File: config.mk
export PLATFORM = sky130hd
export DESIGN_NAME = aes_mode_ctrl
export DESIGN_NICKNAME = d
export VERILOG_FILES = /design/src/rtl/aes_ctrl_pkg.sv /design/src/rtl/aes_mode_ctrl.sv
export SDC_FILE = /design/constraint.sdc
export NUM_CORES = 1
export LEC_CHECK = 0
export ABC_AREA = 1
export CAP_MARGIN = 20
export CELL_PAD_IN_SITES_DETAIL_PLACEMENT = 1
export CELL_PAD_IN_SITES_GLOBAL_PLACEMENT = 1
export CORE_AREA = 4 4 346 348
export CTS_BUF_LIST = sky130_fd_sc_hd__clkbuf_4 sky130_fd_sc_hd__clkbuf_8
export CTS_CLUSTER_DIAMETER = 60
export DETAILED_ROUTE_END_ITERATION = 8
export DIE_AREA = 0 0 350 352
export PLACE_DENSITY_LB_ADDON = 0.1
export SETUP_SLACK_MARGIN = 0.02
export SYNTH_ARGS = -nofsm -noshare
export SYNTH_HDL_FRONTEND = slang
export SYNTH_SLANG_ARGS = --single-unit
File: constraint.sdc
create_clock -name clk -period 3.3 [get_ports clk]
set_clock_uncertainty 0.15 [all_clocks]
set_input_delay 0.66 -clock clk [delete_from_list [all_inputs] [get_ports clk]]
set_output_delay 0.66 -clock clk [all_outputs]
set_load 0.05 [all_outputs]
File: src/rtl/aes_ctrl_pkg.sv
// Shared encodings for the AES-128 mode controller.
// State, chaining-mode and block-width constants.
package aes_ctrl_pkg;

   localparam int AES_BLK_W = 128;

   typedef enum logic [1:0] {
      IDLE = 2'd0,
      RUN  = 2'd1,
      DONE = 2'd2
   } state_e;

   localparam logic MODE_ECB = 1'b0;
   localparam logic MODE_CBC = 1'b1;

endpackage

File: src/rtl/aes_mode_ctrl.sv
// ECB/CBC sequencer around a combinational multicycle AES-128 core.
// AES_MODE_CTRL_BLKCNT_EN adds the completed-block counter port blk_count.
module aes_mode_ctrl
   import aes_ctrl_pkg::*;
#(
   parameter int CORE_LAT = 4,
   parameter int CNT_W    = 32
) (
   input  logic                 clk,
   input  logic                 rst_n,
   input  logic                 mode,
   input  logic                 iv_load,
   input  logic [AES_BLK_W-1:0] iv,
   input  logic                 in_valid,
   output logic                 in_ready,
   input  logic [AES_BLK_W-1:0] in_data,
   input  logic [AES_BLK_W-1:0] in_key,
   output logic                 out_valid,
   input  logic                 out_ready,
   output logic [AES_BLK_W-1:0] out_data,
   output logic [AES_BLK_W-1:0] core_in,
   output logic [AES_BLK_W-1:0] core_key,
   input  logic [AES_BLK_W-1:0] core_out,
   output logic                 busy
`ifdef AES_MODE_CTRL_BLKCNT_EN
   ,
   output logic [CNT_W-1:0]     blk_count
`endif
);

   state_e                 state_q, state_d;
   logic [7:0]             cnt_q, cnt_d;
   logic                   mode_q, mode_d;
   logic [AES_BLK_W-1:0]   chain_q, chain_d;
   logic [AES_BLK_W-1:0]   cin_q, cin_d;
   logic [AES_BLK_W-1:0]   ckey_q, ckey_d;
   logic [AES_BLK_W-1:0]   odata_q, odata_d;

   assign in_ready  = (state_q == IDLE) & ~iv_load;
   assign out_valid = (state_q == DONE);
   assign busy      = (state_q != IDLE);
   assign out_data  = odata_q;
   assign core_in   = cin_q;
   assign core_key  = ckey_q;

   always_comb begin
      state_d = state_q;
      cnt_d   = cnt_q;
      mode_d  = mode_q;
      chain_d = chain_q;
      cin_d   = cin_q;
      ckey_d  = ckey_q;
      odata_d = odata_q;
      unique case (state_q)
         IDLE: begin
            // IV load wins over a block offered in the same cycle
            if (iv_load) begin
               chain_d = iv;
            end else if (in_valid) begin
               cin_d   = in_data ^ ((mode == MODE_CBC) ? chain_q : '0);
               ckey_d  = in_key;
               mode_d  = mode;
               cnt_d   = 8'(CORE_LAT - 1);
               state_d = RUN;
            end
         end
         RUN: begin
            if (cnt_q == 8'd0) begin
               odata_d = core_out;
               if (mode_q == MODE_CBC) chain_d = core_out;
               state_d = DONE;
            end else begin
               cnt_d = cnt_q - 8'd1;
            end
         end
         DONE: begin
            if (out_ready) state_d = IDLE;
         end
         default: state_d = IDLE;
      endcase
   end

   always_ff @(posedge clk or negedge rst_n) begin
      if (!rst_n) begin
         state_q <= IDLE;
         cnt_q   <= '0;
         mode_q  <= MODE_ECB;
         chain_q <= '0;
         cin_q   <= '0;
         ckey_q  <= '0;
         odata_q <= '0;
      end else begin
         state_q <= state_d;
         cnt_q   <= cnt_d;
         mode_q  <= mode_d;
         chain_q <= chain_d;
         cin_q   <= cin_d;
         ckey_q  <= ckey_d;
         odata_q <= odata_d;
      end
   end

`ifdef AES_MODE_CTRL_BLKCNT_EN
   logic [CNT_W-1:0] blk_q;

   always_ff @(posedge clk or negedge rst_n) begin
      if (!rst_n) begin
         blk_q <= '0;
      end else if (out_valid & out_ready) begin
         blk_q <= blk_q + CNT_W'(1);
      end
   end

   assign blk_count = blk_q;
`endif

endmodule

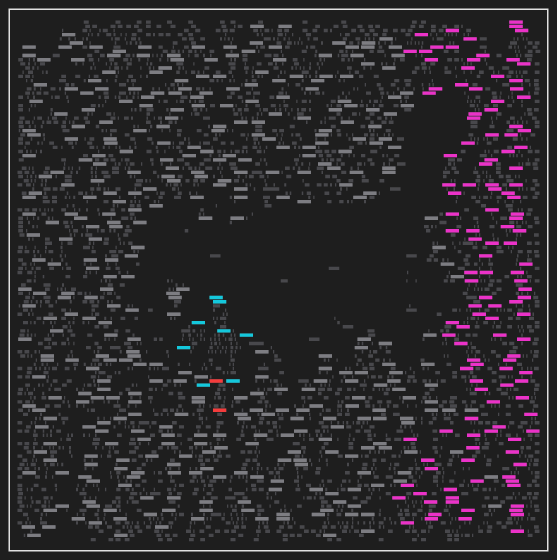
run_1/ff_map.png
magenta -> core_key  # placed flops 128, where a column on the right
cyan -> cnt_q  # placed flops 8, where middle
red -> state_q  # placed flops 2
not coloured = 385

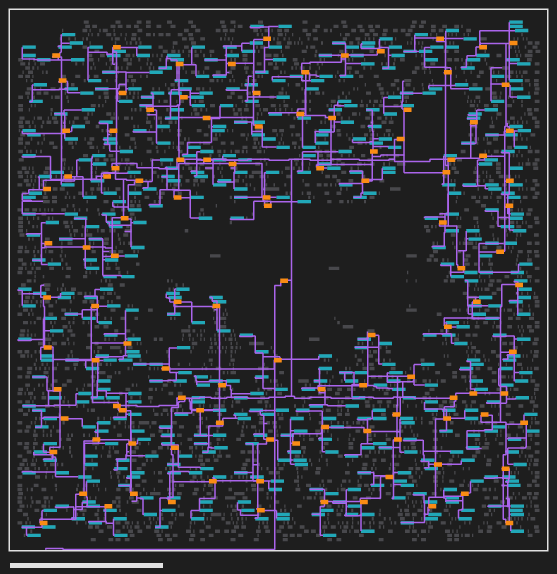
run_1/clock_wires.png
Scale bar: 100 um.
cyan -> flip-flops  # count 523
orange -> clock-net drivers  # count 112
purple -> clock wires  # length 10100 um
flops lie = widely spread
routed clock nets = 113

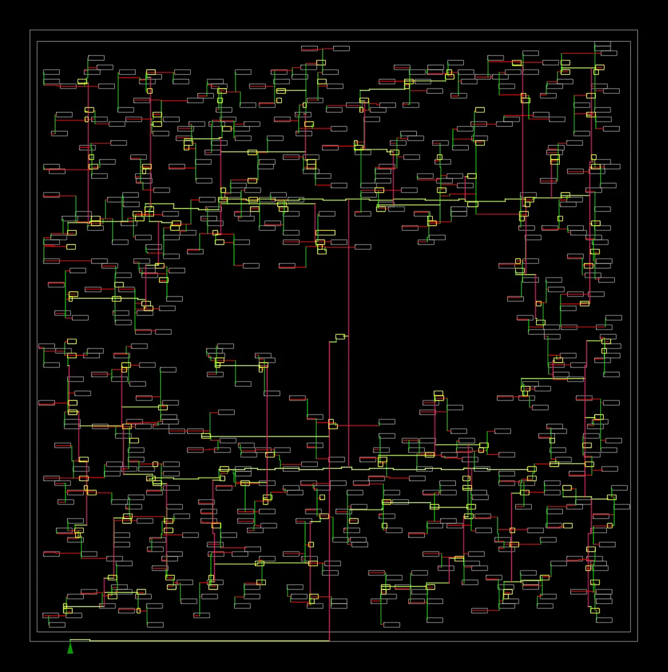
run_1/clock_nets.png
clock sink count: 523
clock buf count: 184
clock group power: 7590 uW

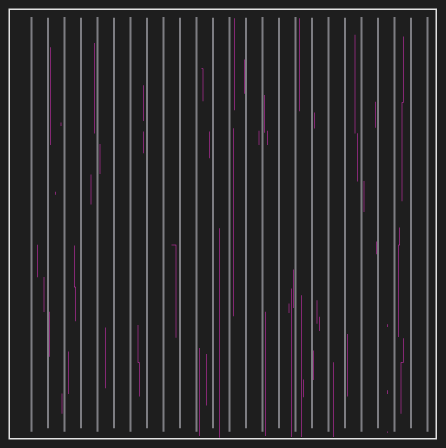
run_1/m4.png
Supply wires on this layer in grey.
nets with wire on the layer = 25
longest straight run = 172 um
share of all routed wire = 2.3%
wire length on this layer = 2420 um
main direction = vertical

==> flow_metrics.py, run 1 <==
# Synthesis and PnR figures
metrics = {
    "yosys": {
        "xor_share_pct": 5.12,
        "ys_ff": 523,
        "ys_cells": 2557,
        "floorplan.nets": 3077,
        "edf_count": 0,
        "topCombFamilyByArea": "simple AND/OR/NAND/NOR gates",
        "common_cells": "nand2_1, dfrtp_1, o21ai_0",
        "ff_type": "dfrtp_1",
    },
    "critical_path": {
        "cp-end-kind": "primary output",
        "r2r_end": "chain_q[71]$_DFFE_PN0P_",
        "startpoint_type": "register",
        "r2r_slack_ns": 0.51,
        "crit_chain": "nor2_1 -> inv_1 -> clkdlybuf4s50_1",
    },
    "die": {
        "core_area_um2": 116000,
        "die_area_um2": 123000,
    },
    "detailed_routing": {
        "wl_met2_um": 54000,
        "drc": 0,
        "drtIter0Drc": 894,
        "dr.pass1.iters": 5,
    },
    "place": {
        "place_ws_ns": 0.427,
    },
    "min_path": {
        "min_path_cells": 3,
    },
    "flow_run": {
        "maxCapViolCount": 0,
    },
    "timing": {
        "tightest_slew_ns": 1.34,
        "finalCritPeriodShare_pct": 91.3,
    },
    "power": {
        "ir_drop_mv": 0.932,
        "pwr-share-clk_pct": 18.7,
        "power_uw": 40700,
        "powerSeq_uw": 11400,
        "comb_power_uw": 21600,
    },
    "clocking": {
        "clockBufferDepth": 3,
        "cts.clk_slew.worst_paths_ns": 0.05,
        "post-cts-setup-buffers": 0,
    },
    "layout": {
        "clkCellAreaFrac_pct": 6.89,
        "flops": 523,
        "buffer_area_share_pct": 26.9,
        "final_util_pct": 30.5,
        "antenna_cells": 11,
        "final_area_um2": 35500,
        "nonClockInverterCount": 143,
        "area.sequential_um2": 13100,
    },
    "run_status": {
        "status": "completed",
    },
    "global_route": {
        "gr-usage-met3_pct": 5.81,
        "gr-usage-met1_pct": 19.2,
    },
}
==> run 1 -> run 2 <==
REMOVE_ABC_BUFFERS = 1   (was unset)
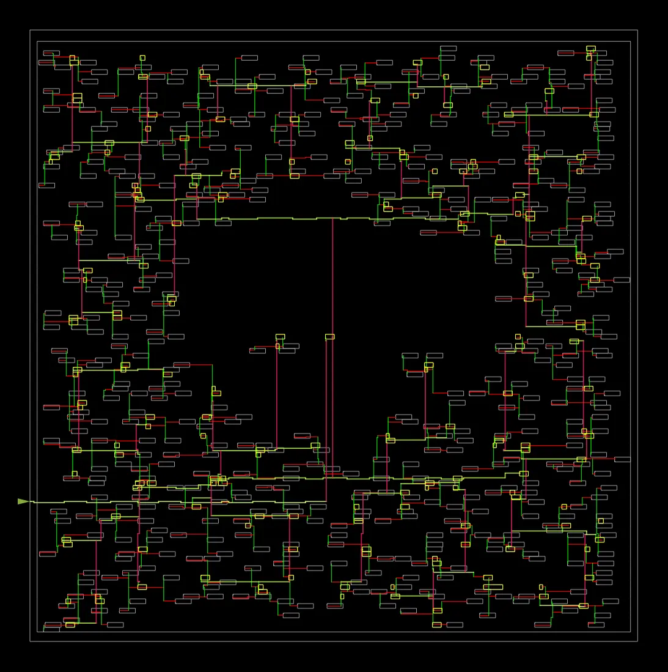
run_2/clock_nets.png
clock buf count: 170
flip-flops: 523
CTS buffer count: 110
Worst-Skew Late Latency: 0.73 ns
clock group power: 7120 uW

==> flow_metrics.py, run 2 <==
# Synthesis and PnR figures
metrics = {
    "layout": {
        "final_util_pct": 30.4,
        "final_area_um2": 35300,
        "buffer_area_share_pct": 27.1,
        "seq_share_pct": 37.1,
        "layout_top_cell": "nand2_1",
        "antenna_cells": 18,
        "nonClockInverterCount": 143,
        "comb_share_pct": 22.4,
        "logic_area_um2": 7920,
        "area.sequential_um2": 13100,
        "clkCellAreaFrac_pct": 6.31,
    },
    "yosys": {
        "ys_cells": 2557,
        "topCombFamilyByArea": "simple AND/OR/NAND/NOR gates",
        "syn_area_per_cell_um2": 8.77,
        "top_area_share_pct": 58.4,
        "common_cells": "nand2_1, dfrtp_1, o21ai_0",
        "synthesis.area_um2": 22400,
        "syn_inst": 2557,
        "simple_gate_share_pct": 18.4,
        "edf_count": 0,
        "yosysWarningCount": 0,
        "mux_share_pct": 0,
        "xor_share_pct": 5.12,
        "ys_ff": 523,
        "yosys.area.top_type": "dfrtp_1",
        "yosysSeqAreaShare_pct": 58.4,
        "ff_type": "dfrtp_1",
        "ys_async_sr_fraction_pct": 100,
    },
    "place": {
        "place_ws_ns": 0.682,
        "routabilityCongestion": 0.820,
        "port_buffers": 904,
        "hpwlAfterDp_um": 77400,
    },
    "timing": {
        "min_period_ns": 3.01,
        "finalCritPeriodShare_pct": 91.3,
        "tightest_slew_ns": 0.851,
        "rsz0062_at_grt": "no",
        "tns_ns": 0,
        "fin_hold_ws_ns": 0.254,
    },
    "flow_run": {
        "maxCapViolCount": 0,
        "openroad.warnings": 41,
    },
    "critical_path": {
        "r2r_cells": 8,
        "cp_max_fo": 4,
        "crit_arrival_ns": 2.20,
        "r2r_end": "chain_q[54]$_DFFE_PN0P_",
        "r2r_slack_ns": 0.90,
        "cp-end-kind": "primary output",
        "crit_cells": 3,
        "r2r-start": "state_q[1]$_DFFE_PN0P_",
        "crit_chain": "nor2_1 -> inv_1 -> clkdlybuf4s50_1",
        "startpoint_type": "register",
    },
    "clocking": {
        "clockBufferDepth": 3,
        "cts.sinks": 523,
        "post-cts-setup-buffers": 0,
        "ctsHoldBuffers": 1,
        "cts.clk_slew.worst_paths_ns": 0.06,
        "cts_tree": "built",
        "root_buffer": "clkbuf_8",
    },
    "global_route": {
        "gr-usage-met3_pct": 7.10,
        "gr-usage-met1_pct": 17.6,
        "grt_use_total_pct": 16.4,
        "grt_pass1_wl_um": 151000,
        "grt-busiest-layer": "met2",
        "antenna_found_initial": 41,
    },
    "detailed_routing": {
        "wl_met2_um": 50600,
        "routed_wl_um": 103000,
        "dr.pass1.iters": 6,
        "post_drt_wl_per_cell_um": 20.4,
        "drtIter0Drc": 711,
        "via_count": 20500,
        "drc": 0,
        "wl_met3_um": 9920,
        "detail-route-antenna-nets": 0,
    },
    "die": {
        "pin_count": 905,
        "core_area_um2": 116000,
        "die_area_um2": 123000,
        "die_height_um": 352,
        "die_x_um": 350,
    },
    "power": {
        "p_sw_uw": 19700,
        "power.internal_uw": 20300,
        "maxPowerGroup": "combinational cells",
        "pwr-share-clk_pct": 17.8,
        "powerSeq_uw": 11300,
        "seqPwrFrac_pct": 28.4,
        "comb_power_uw": 21500,
        "power_uw": 39900,
        "ir_drop_mv": 0.611,
    },
    "min_path": {
        "min_from": "mode",
        "min_path_cells": 4,
    },
    "run_status": {
        "status": "completed",
    },
}
Power and IR drop assume default switching activity.
